**config.mk**
```make
export PLATFORM = sky130hd
export DESIGN_NAME = pc_sequencer
export DESIGN_NICKNAME = d
export VERILOG_FILES = /design/src/rtl/pc_sequencer.sv
export SDC_FILE = /design/constraint.sdc
export NUM_CORES = 1
export LEC_CHECK = 0
export ABC_AREA = 1
export CAP_MARGIN = 30
export CORE_MARGIN = 3
export CORE_UTILIZATION = 52
export DETAILED_ROUTE_END_ITERATION = 10
export GPL_TIMING_DRIVEN = 1
export HOLD_SLACK_MARGIN = 0.08
export PLACE_DENSITY = 0.92
export SLEW_MARGIN = 20
export SYNTH_ARGS = -nofsm -noshare
export SYNTH_HDL_FRONTEND = slang
export SYNTH_SLANG_ARGS = --single-unit
```
**constraint.sdc**
```tcl
create_clock -name Clk -period 3.9 [get_ports Clk]
set_input_delay 0.78 -clock Clk [delete_from_list [all_inputs] [get_ports Clk]]
set_output_delay 0.78 -clock Clk [all_outputs]
set_load 0.05 [all_outputs]
```
**src/rtl/pc_sequencer.sv**
```systemverilog
// Fetch program counter with prioritised next-PC selection, circular return-address
// stack, exception PC capture and a one-cycle redirect flag for pipeline flushing.
module pc_sequencer #(
  parameter int unsigned      WIDTH        = 32,
  parameter logic [WIDTH-1:0] RESET_VECTOR = '0,
  parameter logic [WIDTH-1:0] EXC_VECTOR   = WIDTH'(32'h0000_0180),
  parameter int unsigned      STEP         = 4,
  parameter int unsigned      RAS_DEPTH    = 4
) (
  input  logic                               Clk,
  input  logic                               Reset,
  input  logic                               PC_Write,
  input  logic                               Branch_Taken,
  input  logic [WIDTH-1:0]                   Branch_Target,
  input  logic                               Jump,
  input  logic                               Call,
  input  logic [WIDTH-1:0]                   Jump_Target,
  input  logic                               Return,
  input  logic [WIDTH-1:0]                   Return_Target,
  input  logic                               Exception,
  output logic [WIDTH-1:0]                   PCResult,
  output logic [WIDTH-1:0]                   PCPlus,
  output logic [WIDTH-1:0]                   EPC,
  output logic                               Redirect,
  output logic [$clog2(RAS_DEPTH+1)-1:0]     RAS_Count,
  output logic                               RAS_Empty,
  output logic                               RAS_Full
);

  localparam int unsigned PTR_W = $clog2(RAS_DEPTH);
  localparam int unsigned CNT_W = $clog2(RAS_DEPTH + 1);

  logic [WIDTH-1:0] r_pc;
  logic [WIDTH-1:0] r_epc;
  logic             r_redirect;
  logic [PTR_W-1:0] r_ptr;
  logic [CNT_W-1:0] r_cnt;
  logic [WIDTH-1:0] r_ras [RAS_DEPTH];

  logic [WIDTH-1:0] w_pc_plus;
  logic [WIDTH-1:0] w_pc_next;
  logic [WIDTH-1:0] w_epc_next;
  logic             w_redirect_next;
  logic [PTR_W-1:0] w_ptr_next;
  logic [PTR_W-1:0] w_ptr_dec;
  logic [CNT_W-1:0] w_cnt_next;
  logic             w_push;
  logic             w_empty;
  logic             w_full;

  assign w_pc_plus = r_pc + WIDTH'(STEP);
  assign w_ptr_dec = r_ptr - PTR_W'(1);
  assign w_empty   = (r_cnt == '0);
  assign w_full    = (r_cnt == CNT_W'(RAS_DEPTH));

  // Next-state selection in priority order: exception, stall, branch, return, call, jump, step.
  always_comb begin
    w_pc_next       = r_pc;
    w_epc_next      = r_epc;
    w_redirect_next = 1'b0;
    w_ptr_next      = r_ptr;
    w_cnt_next      = r_cnt;
    w_push          = 1'b0;
    if (Exception) begin
      w_pc_next       = EXC_VECTOR;
      w_epc_next      = r_pc;
      w_redirect_next = 1'b1;
    end else if (PC_Write) begin
      if (Branch_Taken) begin
        w_pc_next       = Branch_Target;
        w_redirect_next = 1'b1;
      end else if (Return) begin
        w_redirect_next = 1'b1;
        if (w_empty) begin
          w_pc_next = Return_Target;
        end else begin
          w_pc_next  = r_ras[w_ptr_dec];
          w_ptr_next = w_ptr_dec;
          w_cnt_next = r_cnt - CNT_W'(1);
        end
      end else if (Call) begin
        // Pointer names the next free slot, which is also the oldest entry when full.
        w_pc_next       = Jump_Target;
        w_push          = 1'b1;
        w_ptr_next      = r_ptr + PTR_W'(1);
        w_cnt_next      = w_full ? r_cnt : r_cnt + CNT_W'(1);
        w_redirect_next = 1'b1;
      end else if (Jump) begin
        w_pc_next       = Jump_Target;
        w_redirect_next = 1'b1;
      end else begin
        w_pc_next = w_pc_plus;
      end
    end
  end

  always_ff @(posedge Clk or posedge Reset) begin
    if (Reset) begin
      r_pc       <= RESET_VECTOR;
      r_epc      <= '0;
      r_redirect <= 1'b0;
      r_ptr      <= '0;
      r_cnt      <= '0;
    end else begin
      r_pc       <= w_pc_next;
      r_epc      <= w_epc_next;
      r_redirect <= w_redirect_next;
      r_ptr      <= w_ptr_next;
      r_cnt      <= w_cnt_next;
    end
  end

  // Stack contents carry no reset value; only pointer and count define validity.
  always_ff @(posedge Clk) begin
    if (w_push && !Reset) begin
      r_ras[r_ptr] <= w_pc_plus;
    end
  end

  assign PCResult  = r_pc;
  assign PCPlus    = w_pc_plus;
  assign EPC       = r_epc;
  assign Redirect  = r_redirect;
  assign RAS_Count = r_cnt;
  assign RAS_Empty = w_empty;
  assign RAS_Full  = w_full;

endmodule

```
### Congestion heat map, run 1

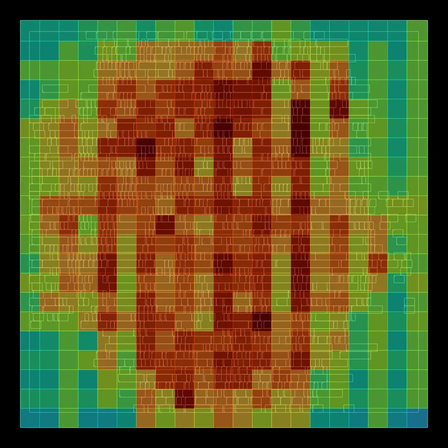
GR Layer Usage met1: 40.0%
grt met2 use: 49.6%
WL/cell: 20.7 um

### Sizing map, run 1

Scale: 2 px per um.
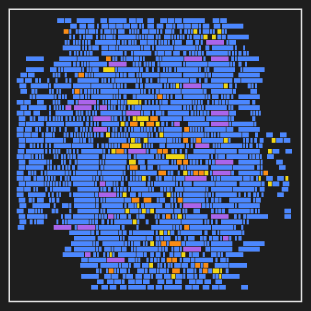
legend:
  orange:
    size: _3 and _4 cells
    cells: 36
    share: 2.6%
  blue:
    size: _0 and _1 cells
    cells: 1269
    share: 92%
  purple:
    size: _6 and larger
    cells: 31
    share: 2.2%
  yellow:
    size: _2 cells
    cells: 49
    share: 3.5%
P&R area growth vs syn: 28.3%
design area: 13000 um2
final worst slack: 0.154 ns
number of non-clock buffers: 227

==> results.toml, run 1 <==
# flow metrics
[placed_design]
dpl-instance-area_um2 = 12300
place_inst = 1613
gp_congestion = 0.950
port_buffers = 205
dp_slack_ns = 0.664
hpwl_um = 23000

[timing]
finalSetupTns_ns = 0
finClkSkew_ns = 0.0133
fmax_mhz = 267
slew_violations = 0
final.min_clock_period_ns = 3.75
final-hold-violation-count = 0
tightest_slew_ns = 0.761
finalCritPeriodShare_pct = 96.1
slew_headroom_pct = 49.3
setup_violations = 0
rsz0062_at_grt = "no"

[clock_tree]
cts_tree = "built"
cts.htree.levels = 4
cts_buffers = 17
cts_hold_buffers = 0
root_buffer = "clkbuf_16"
post_cts_resized = 0
postCtsSetupRepairBufs = 0
clk_pin_slew_worst_paths_ns = 0.07

[drt]
wl_met2_um = 15600
drt_iter0_markers = 1500
wl_um = 34000
antenna_left = 0
vias = 9620
first_pass_iters = 6
wl_met1_um = 11700
drc = 0
met3_length_um = 4810
top_layer = "met4"

[global_route]
top_usage_layer = "met2"
grt_pass1_vias = 9432
grt_pass1_wl_um = 52000
grt_usage_pct = 31.6
use_met3_pct = 8.91
grt_max_degree = 68
grt_antenna_before_repair = 0
grt.overflow.total = 0

[layout]
largest_reg_flops = 128
top_area_cell_class = "flip-flops and latches"
stdcell_count = 1645
layout.nonclk_buf_share_pct = 17.2
sh_comb_area_pct = 30.3
lay_top_cells = "nand2_1 (408), clkdlybuf4s50_1 (204), nor2_1 (163)"
nets = 1482
comb_cells = 856
clkCellAreaFrac_pct = 4.81
final.clkbuf_count = 20
comb_area_um2 = 3920
regMostFlops = "r_ras"
finalCoreUtilization_pct = 68.6
inverters = 72
lay_top_count = "nand2_1"
drive_above_1_share_pct = 8.38

[pwr]
power_leader = "combinational cells"
power_per_cell_area_nw_per_um2 = 586
clk-power_uw = 1860
p_total_uw = 7600
peakVddDrop_mv = 0.359
p_leak_uw = 0.00541
pg_seq_uw = 2540
combinationalPowerShare_pct = 42.1
swShare_pct = 42.5
p_sw_uw = 3230
pg_comb_uw = 3200
p_int_uw = 4370
clock_power_share_pct = 24.5

[synth]
syn_avg_cell_area_um2 = 8.51
async_flop_share_pct = 35.4
ys_seq_share_pct = 55.4
ys_sh_aoi_pct = 5.30
yosys_area_um2 = 10100
edf_count = 128
synthSimpleGateAreaFrac_pct = 30.6
largest_area_cell = "edfxtp_1"
ys_types = 36
top_cells_by_area = "edfxtp_1 (38%), dfrtp_1 (17%), nand2_1 (15%), nor2_1 (6.2%), nand3_1 (5.3%)"
mux_share_pct = 0
synth_area_um2 = 10100
top_area_share_pct = 38.0
yosys_cells = 1187
synth-warning-count = 0
common_cells = "nand2_1 (408), nor2_1 (168), edfxtp_1 (128), nand3_1 (108), dfrtp_1 (70)"
synth_top_cell_by_count = "nand2_1"
synth-xor-area-share_pct = 1.94
adder_share_pct = 0.817

[floorplan]
die_area_um2 = 21100
dieWidth_um = 145
io_pins = 206
rows = 50
die_y_um = 145
tap_cells = 260
core_um2 = 18900
fp_util_pct = 53.5

[setup_path]
end_kind = "output pin"
cp.required_ns = 3.12
reg2reg_from = "r_ptr[0]"
reg2reg_depth = 11
critPathMaxStageDelay_ns = 0.85
crit_arrival_ns = 2.97
cp_common_cell = "nand2_1"
crit_path_cell_trace = "ha_1 > nand2_2 > nor2_4 > nand2_4 > nor2_4 > nand2_1 > nand2_1 > nand2_1 > inv_1 > clkdlybuf4s50_1"
path_depth = 10
cp.buffers_inverters = 2
cpLargestDelayFamily = "buffers and inverters"
reg2reg_slack_ns = 1.32
reg2reg_to = "PCResult[28]"

[min_path]
min_delay_path_depth = 2
holdPathEnd = "EPC[6]"
min_path_type = "register to register"
worst_hold_startpoint = "EPC[6]"

[status]
outcome = "completed"

[flow_run]
tool_warnings = 29
### Close-up of the layout, run 1

Window x 24 to 49, y 97 to 122 um. Cells in grey, sequential cells in the stronger grey; small squares are vias.
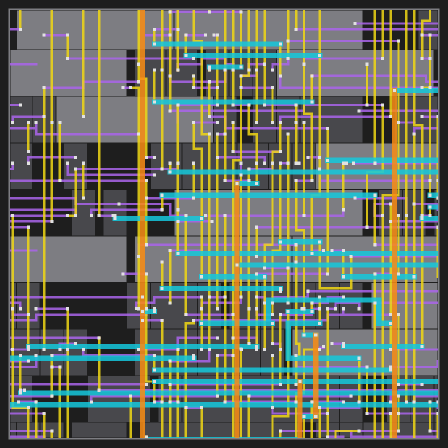
legend:
  purple:
    layer: metal 1
  yellow:
    layer: metal 2
  orange:
    layer: metal 4
  cyan:
    layer: metal 3
sequential cells in the window: 11
netlist names of flops here include: r_ras (5), PCResult (4), EPC (2)
cells with their middle in the window: 56
most frequent: nand2_1 (21), dfrtp_1 (6)

## Run 2: what changed since run 1
--- a/config.mk
+++ b/config.mk
@@ -7,12 +7,12 @@
 export LEC_CHECK = 0
 export ABC_AREA = 1
 export CAP_MARGIN = 30
-export CORE_MARGIN = 3
+export CORE_MARGIN = 4
 export CORE_UTILIZATION = 52
 export DETAILED_ROUTE_END_ITERATION = 10
 export GPL_TIMING_DRIVEN = 1
 export HOLD_SLACK_MARGIN = 0.08
-export PLACE_DENSITY = 0.92
+export PLACE_DENSITY = 0.81
 export SLEW_MARGIN = 20
 export SYNTH_ARGS = -nofsm -noshare
 export SYNTH_HDL_FRONTEND = slang
==> run 2 against run 1 <==
Maximum frequency grew 2.5%. Utilization is essentially flat. Routed wire length shrank 4.3%. Final area is essentially flat. Global-route usage shrank 1.7 points. Hold slack lost 0.015 ns. Via count shrank 4.7%. Critical path depth shrank 2. Sequential power is essentially flat. Largest cell class unchanged.
==> results.toml, run 2 <==
# flow metrics
[floorplan]
io_pins = 206
die_area_um2 = 21700
dieWidth_um = 147
rows = 50
die_y_um = 147
fp_util_pct = 53.5
tap_cells = 260
core_um2 = 18900

[timing]
finalSetupTns_ns = 0
fmax_mhz = 274
finalCritPeriodShare_pct = 93.7
final-hold-violation-count = 0
setup_violations = 0
final.min_clock_period_ns = 3.66
tightest_slew_ns = 0.940
slew_violations = 0
slew_headroom_pct = 37.3

[min_path]
holdPathEnd = "EPC[6]"
min_delay_path_depth = 2
min_path_type = "register to register"

[layout]
signal_buffers = 231
comb_cells = 856
lay_top_cells = "nand2_1 (408), clkdlybuf4s50_1 (204), nor2_1 (163)"
largest_reg_flops = 128
syn2layout_area_growth_pct = 28.3
final.clkbuf_count = 17
top_area_cell_class = "flip-flops and latches"

[synth]
yosys_cells = 1187
edf_count = 128
mux_share_pct = 0
ys_sh_aoi_pct = 5.30
top_cells_by_area = "edfxtp_1 (38%), dfrtp_1 (17%), nand2_1 (15%), nor2_1 (6.2%), nand3_1 (5.3%)"
synth_top_cell_by_count = "nand2_1"
synthSimpleGateAreaFrac_pct = 30.6
ys_seq_share_pct = 55.4
adder_share_pct = 0.817
syn_avg_cell_area_um2 = 8.51
synth-xor-area-share_pct = 1.94
yosys_area_um2 = 10100
top_area_share_pct = 38.0
synth-warning-count = 0
ys_types = 36
largest_area_cell = "edfxtp_1"

[global_route]
grtUsageMet1_pct = 38.9
grt_pass1_wl_um = 49500
grt_antenna_before_repair = 0
grt_max_degree = 68

[placed_design]
dp_slack_ns = 0.734
gp_congestion = 0.971
hpwl_um = 22600
place_inst = 1617
port_buffers = 205

[clock_tree]
cts.htree.levels = 4
clk_pin_slew_worst_paths_ns = 0.07
root_buffer = "clkbuf_16"
post_cts_resized = 0
cts_buffers = 17
postCtsSetupRepairBufs = 0

[drt]
wl_um = 32500
met3_length_um = 3780
wl_met2_um = 14900
antenna_left = 0
drt_iter0_markers = 976
vias = 9167
wl_met1_um = 12300
top_layer = "met4"

[setup_path]
crit_arrival_ns = 2.88
path_depth = 8
reg2reg_from = "r_ptr[1]"
reg2reg_to = "PCResult[13]"
cpLargestDelayFamily = "buffers and inverters"
critPathMaxStageDelay_ns = 0.87

[status]
outcome = "completed"

[pwr]
clk-power_uw = 1800
clock_power_share_pct = 24.0
p_int_uw = 4370
power_per_cell_area_nw_per_um2 = 580
pg_comb_uw = 3190
power_leader = "combinational cells"
swShare_pct = 41.8
p_total_uw = 7520

[flow_run]
tool_warnings = 29
### Close-up of the layout, run 2

Window x 24 to 49, y 98 to 123 um. Cells in grey, sequential cells in the stronger grey; small squares are vias.
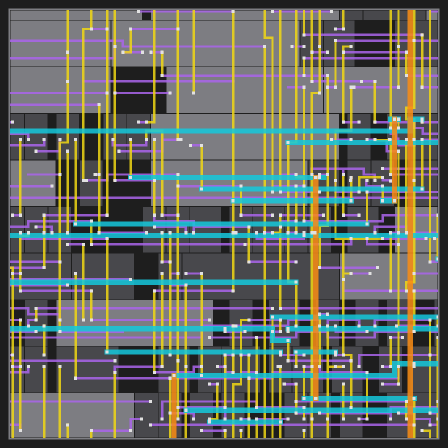
legend:
  orange:
    layer: metal 4
  purple:
    layer: metal 1
  cyan:
    layer: metal 3
  yellow:
    layer: metal 2
netlist names of flops here include: PCResult (5), r_ras (4)
cells with their middle in the window: 64
most frequent: nand2_1 (26), inv_1 (8), nand3_1 (7)
sequential cells in the window: 10

### Congestion heat map, run 2

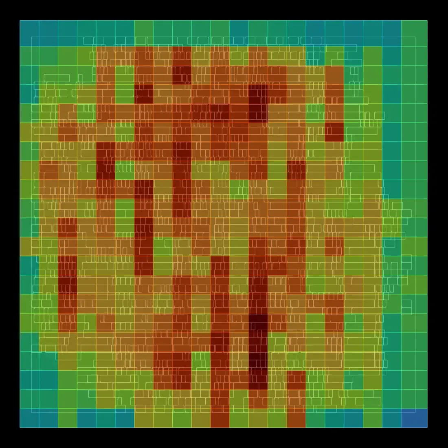
Util after Layout: 68.6%
gr busiest metal: met2
grt met3 use: 8.43%
grt met2 use: 47.1%
Tot GR Track Use: 29.9%

### Placement by cell class, run 2

Scale: 2 px per um.
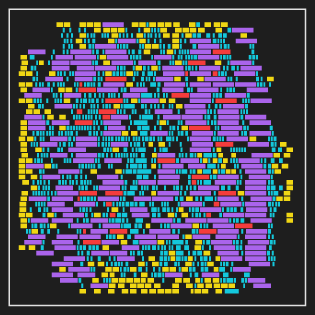
legend:
  red:
    class: clock drivers and dummy loads
    cells: 32
    share_of_their_area: 4.8%
  purple:
    class: flops
    cells: 198
    share_of_their_area: 44%
  cyan:
    class: combinational and other logic
    cells: 928
    share_of_their_area: 33%
  yellow:
    class: other buffers and delay cells
    cells: 231
    share_of_their_area: 18%
design area: 13000 um2
sequential portion of the cell area: 43.2%

Power figures rest on the tool's default switching activity, not on a simulated workload.
